<file path="src/rtl/adc_spi_responder.sv">
// SPI mode-0 slave that streams a held ADC sample word out on MISO while capturing the MOSI word.
// All SPI pins are asynchronous and are resynchronised into the clk domain before edge detection.
module adc_spi_responder #(
  parameter int DATA_WIDTH  = 16,
  parameter int SYNC_STAGES = 2
) (
  input  logic                  clk,
  input  logic                  reset,
  input  logic                  spi_sclk,
  input  logic                  spi_ss_n,
  input  logic                  spi_mosi,
  output logic                  spi_miso,
  output logic                  spi_miso_oe,
  input  logic [DATA_WIDTH-1:0] tx_data,
  input  logic                  tx_valid,
  output logic                  tx_ready,
  output logic [DATA_WIDTH-1:0] rx_data,
  output logic                  rx_valid,
  output logic                  frame_abort,
  output logic                  underrun
);
  localparam int CW = $clog2(DATA_WIDTH + 1);

  typedef enum logic [1:0] {IDLE, SHIFT, DONE} state_t;
  state_t r_state, w_next;

  logic [SYNC_STAGES-1:0] r_sclk_sync, r_ss_sync, r_mosi_sync, r_prime;
  logic                   r_sclk_q, r_ss_q;
  logic                   r_armed, r_rdy_en, r_hold_full;
  logic [DATA_WIDTH-1:0]  r_hold, r_tx, r_rx;
  logic [CW-1:0]          r_cnt;

  logic w_sclk_s, w_ss_s, w_mosi_s, w_primed;
  logic w_sclk_rise, w_sclk_fall, w_ss_fall, w_ss_rise;
  logic w_start, w_last, w_abort, w_accept;

  assign w_sclk_s    = r_sclk_sync[SYNC_STAGES-1];
  assign w_ss_s      = r_ss_sync[SYNC_STAGES-1];
  assign w_mosi_s    = r_mosi_sync[SYNC_STAGES-1];
  // r_prime marks when the synchroniser outputs reflect the pin rather than reset values
  assign w_primed    = r_prime[SYNC_STAGES-1];
  assign w_sclk_rise = w_sclk_s & ~r_sclk_q;
  assign w_sclk_fall = ~w_sclk_s & r_sclk_q;
  assign w_ss_fall   = ~w_ss_s & r_ss_q;
  assign w_ss_rise   = w_ss_s & ~r_ss_q;

  assign tx_ready    = r_rdy_en & ~r_hold_full;
  assign w_accept    = tx_valid & tx_ready;
  assign spi_miso_oe = (r_state != IDLE);
  assign spi_miso    = (r_state == SHIFT) & r_tx[DATA_WIDTH-1];

  always_ff @(posedge clk) begin
    if (reset) begin
      r_sclk_sync <= '0;
      r_ss_sync   <= '1;
      r_mosi_sync <= '0;
      r_prime     <= '0;
      r_sclk_q    <= 1'b0;
      r_ss_q      <= 1'b1;
      r_state     <= IDLE;
    end else begin
      r_sclk_sync <= {r_sclk_sync[SYNC_STAGES-2:0], spi_sclk};
      r_ss_sync   <= {r_ss_sync[SYNC_STAGES-2:0], spi_ss_n};
      r_mosi_sync <= {r_mosi_sync[SYNC_STAGES-2:0], spi_mosi};
      r_prime     <= {r_prime[SYNC_STAGES-2:0], 1'b1};
      r_sclk_q    <= w_sclk_s;
      r_ss_q      <= w_ss_s;
      r_state     <= w_next;
    end
  end

  always_comb begin
    w_next  = r_state;
    w_start = 1'b0;
    w_last  = 1'b0;
    w_abort = 1'b0;
    case (r_state)
      IDLE: if (w_ss_fall && r_armed) begin
        w_next  = SHIFT;
        w_start = 1'b1;
      end
      SHIFT: if (w_ss_rise) begin
        w_next  = IDLE;
        w_abort = 1'b1;
      end else if (w_sclk_rise && r_cnt == CW'(DATA_WIDTH - 1)) begin
        w_next = DONE;
        w_last = 1'b1;
      end
      DONE: if (w_ss_rise) w_next = IDLE;
      default: w_next = IDLE;
    endcase
  end

  always_ff @(posedge clk) begin
    if (reset) begin
      r_armed     <= 1'b0;
      r_rdy_en    <= 1'b0;
      r_hold_full <= 1'b0;
      r_hold      <= '0;
      r_tx        <= '0;
      r_rx        <= '0;
      r_cnt       <= '0;
      rx_data     <= '0;
      rx_valid    <= 1'b0;
      frame_abort <= 1'b0;
      underrun    <= 1'b0;
    end else begin
      r_rdy_en    <= 1'b1;
      rx_valid    <= w_last;
      frame_abort <= w_abort;
      underrun    <= w_start & ~r_hold_full;

      // SS_n must be seen high after the pipeline is primed before a frame may start
      if (w_start)
        r_armed <= 1'b0;
      else if (r_state == IDLE && w_primed && w_ss_s && r_ss_q)
        r_armed <= 1'b1;

      // a word accepted on the start cycle is held for the following frame
      if (w_accept) begin
        r_hold      <= tx_data;
        r_hold_full <= 1'b1;
      end else if (w_start) begin
        r_hold_full <= 1'b0;
      end

      if (w_start) begin
        r_tx  <= r_hold_full ? r_hold : '0;
        r_rx  <= '0;
        r_cnt <= '0;
      end else if (r_state == SHIFT) begin
        if (w_sclk_rise) begin
          r_rx  <= {r_rx[DATA_WIDTH-2:0], w_mosi_s};
          r_cnt <= r_cnt + CW'(1);
        end
        if (w_sclk_fall)
          r_tx <= {r_tx[DATA_WIDTH-2:0], 1'b0};
      end

      if (w_last)
        rx_data <= {r_rx[DATA_WIDTH-2:0], w_mosi_s};
    end
  end
endmodule

</file>
<file path="config.mk">
export PLATFORM = sky130hd
export DESIGN_NAME = adc_spi_responder
export DESIGN_NICKNAME = d
export VERILOG_FILES = /design/src/rtl/adc_spi_responder.sv
export SDC_FILE = /design/constraint.sdc
export NUM_CORES = 1
export LEC_CHECK = 0
export CELL_PAD_IN_SITES_DETAIL_PLACEMENT = 0
export CELL_PAD_IN_SITES_GLOBAL_PLACEMENT = 1
export CORE_ASPECT_RATIO = 1.75
export CORE_MARGIN = 2
export CORE_UTILIZATION = 44
export DETAILED_ROUTE_END_ITERATION = 12
export GPL_TIMING_DRIVEN = 0
export PLACE_DENSITY = 0.93
export SYNTH_ARGS = -nofsm -noshare
export SYNTH_HDL_FRONTEND = slang
export SYNTH_SLANG_ARGS = --single-unit
</file>
<file path="constraint.sdc">
create_clock -name clk -period 3.9 [get_ports clk]
set_input_delay 1.17 -clock clk [delete_from_list [all_inputs] [get_ports clk]]
set_output_delay 1.17 -clock clk [all_outputs]
set_load 0.02 [all_outputs]
</file>
final_congestion.png
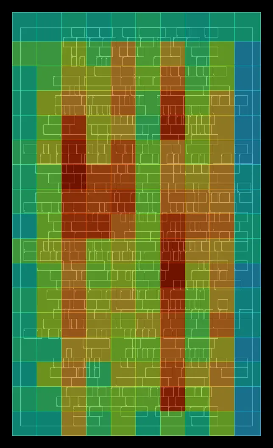
grt peak-use layer: met2
post-layout util: 0.567
GR Layer Usage met1: 0.200
GR Layer Usage met3: 0.0256
met2 usage: 0.365

met3.png
The bar under the picture is 20 um long.
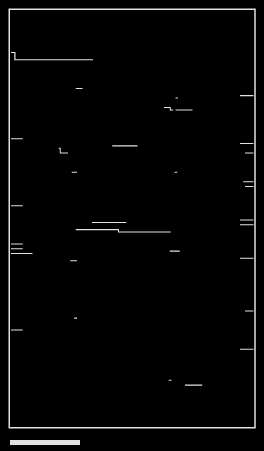
main direction: horizontal
wire length on this layer: 143 um
share of all routed wire: 1.9%
longest straight run: 22.1 um
nets with wire on the layer: 23
Routed WL: 7.47 mm
vias: 2744

met1.png
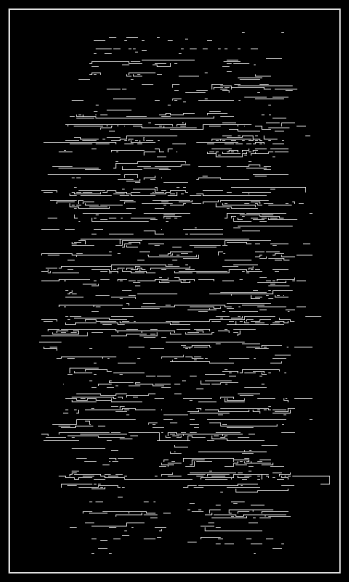
nets with wire on the layer: 394
longest straight run: 35.4 um
share of all routed wire: 39%
wire length on this layer: 2920 um
main direction: horizontal

met2.png
The bar under the picture is 20 um long.
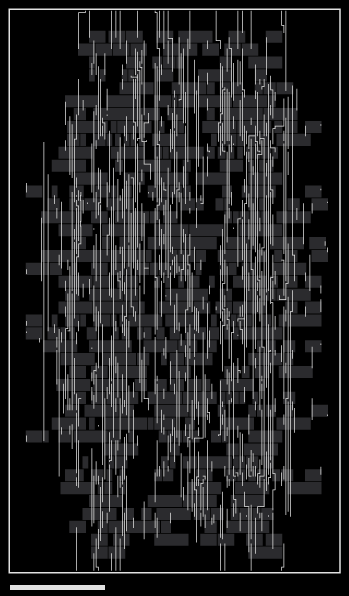
wire length on this layer: 4210 um
share of all routed wire: 56%
main direction: vertical

met4.png
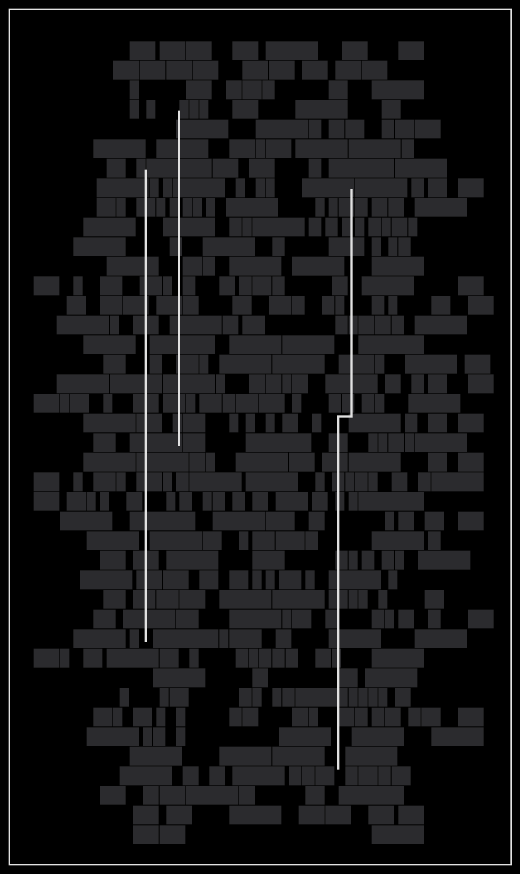
longest straight run: 65.3 um
wire length on this layer: 194 um
share of all routed wire: 2.6%
nets with wire on the layer: 2

==> flow_summary.ini <==
; physical design summary
[final_timing]
worstMarginPinSlew_ns = 0.548
skew_ns = 0.00595
fin_setup_tns_ns = 0

[final_layout]
logic_area_sq_um = 1390
stdcell_count = 505

[logic_synthesis]
postSynthSeqShare = 0.516
synth_cell_types = 38
synthesis.area_sq_um = 3300
yosysChipArea_sq_um = 3300

[critical_path]
crit_slowest_cell = clkdlybuf4s50_1
ff2ff_path_depth = 8
worst-endpoint-arrival_ns = 2.55
critPathLaunch = r_state[0]$_SDFFE_PP0P_
timing.rr.end = rx_data[8]$_SDFFE_PP0P_

[global_routing]
grt_pass1_wl_mm = 12.7
overflow = 0
grt_antenna_before_repair = 0

[outcome]
status = complete, no violations

[power]
finalPower_mw = 1.78

[cts]
cts_inserted_buffers = 9
holdBufCountCts = 0
clock.latency.late_pin_ns = 0.34
cell type report:
type | instances | area share
multi-input cells | 225 | 0.338
inverters | 17 | 0.0155
clock buffers | 12 | 0.0625
well taps | 86 | 0.0262
repair buffers | 42 | 0.102
clock inverters | 4 | 0.00549
plain buffers | 34 | 0.0354
flip-flops and latches | 85 | 0.415
state kept, by name, summed over array words and instances, names as in the netlist, 2 cells and up:
| signal | flops |
|---|---|
| r_hold | 16 |
| rx_data | 16 |
| r_sclk_sync | 2 |
| r_rx | 15 |
| r_tx | 16 |
| r_prime | 2 |
| r_cnt | 5 |
| r_mosi_sync | 2 |
| r_ss_sync | 2 |
| r_state | 2 |
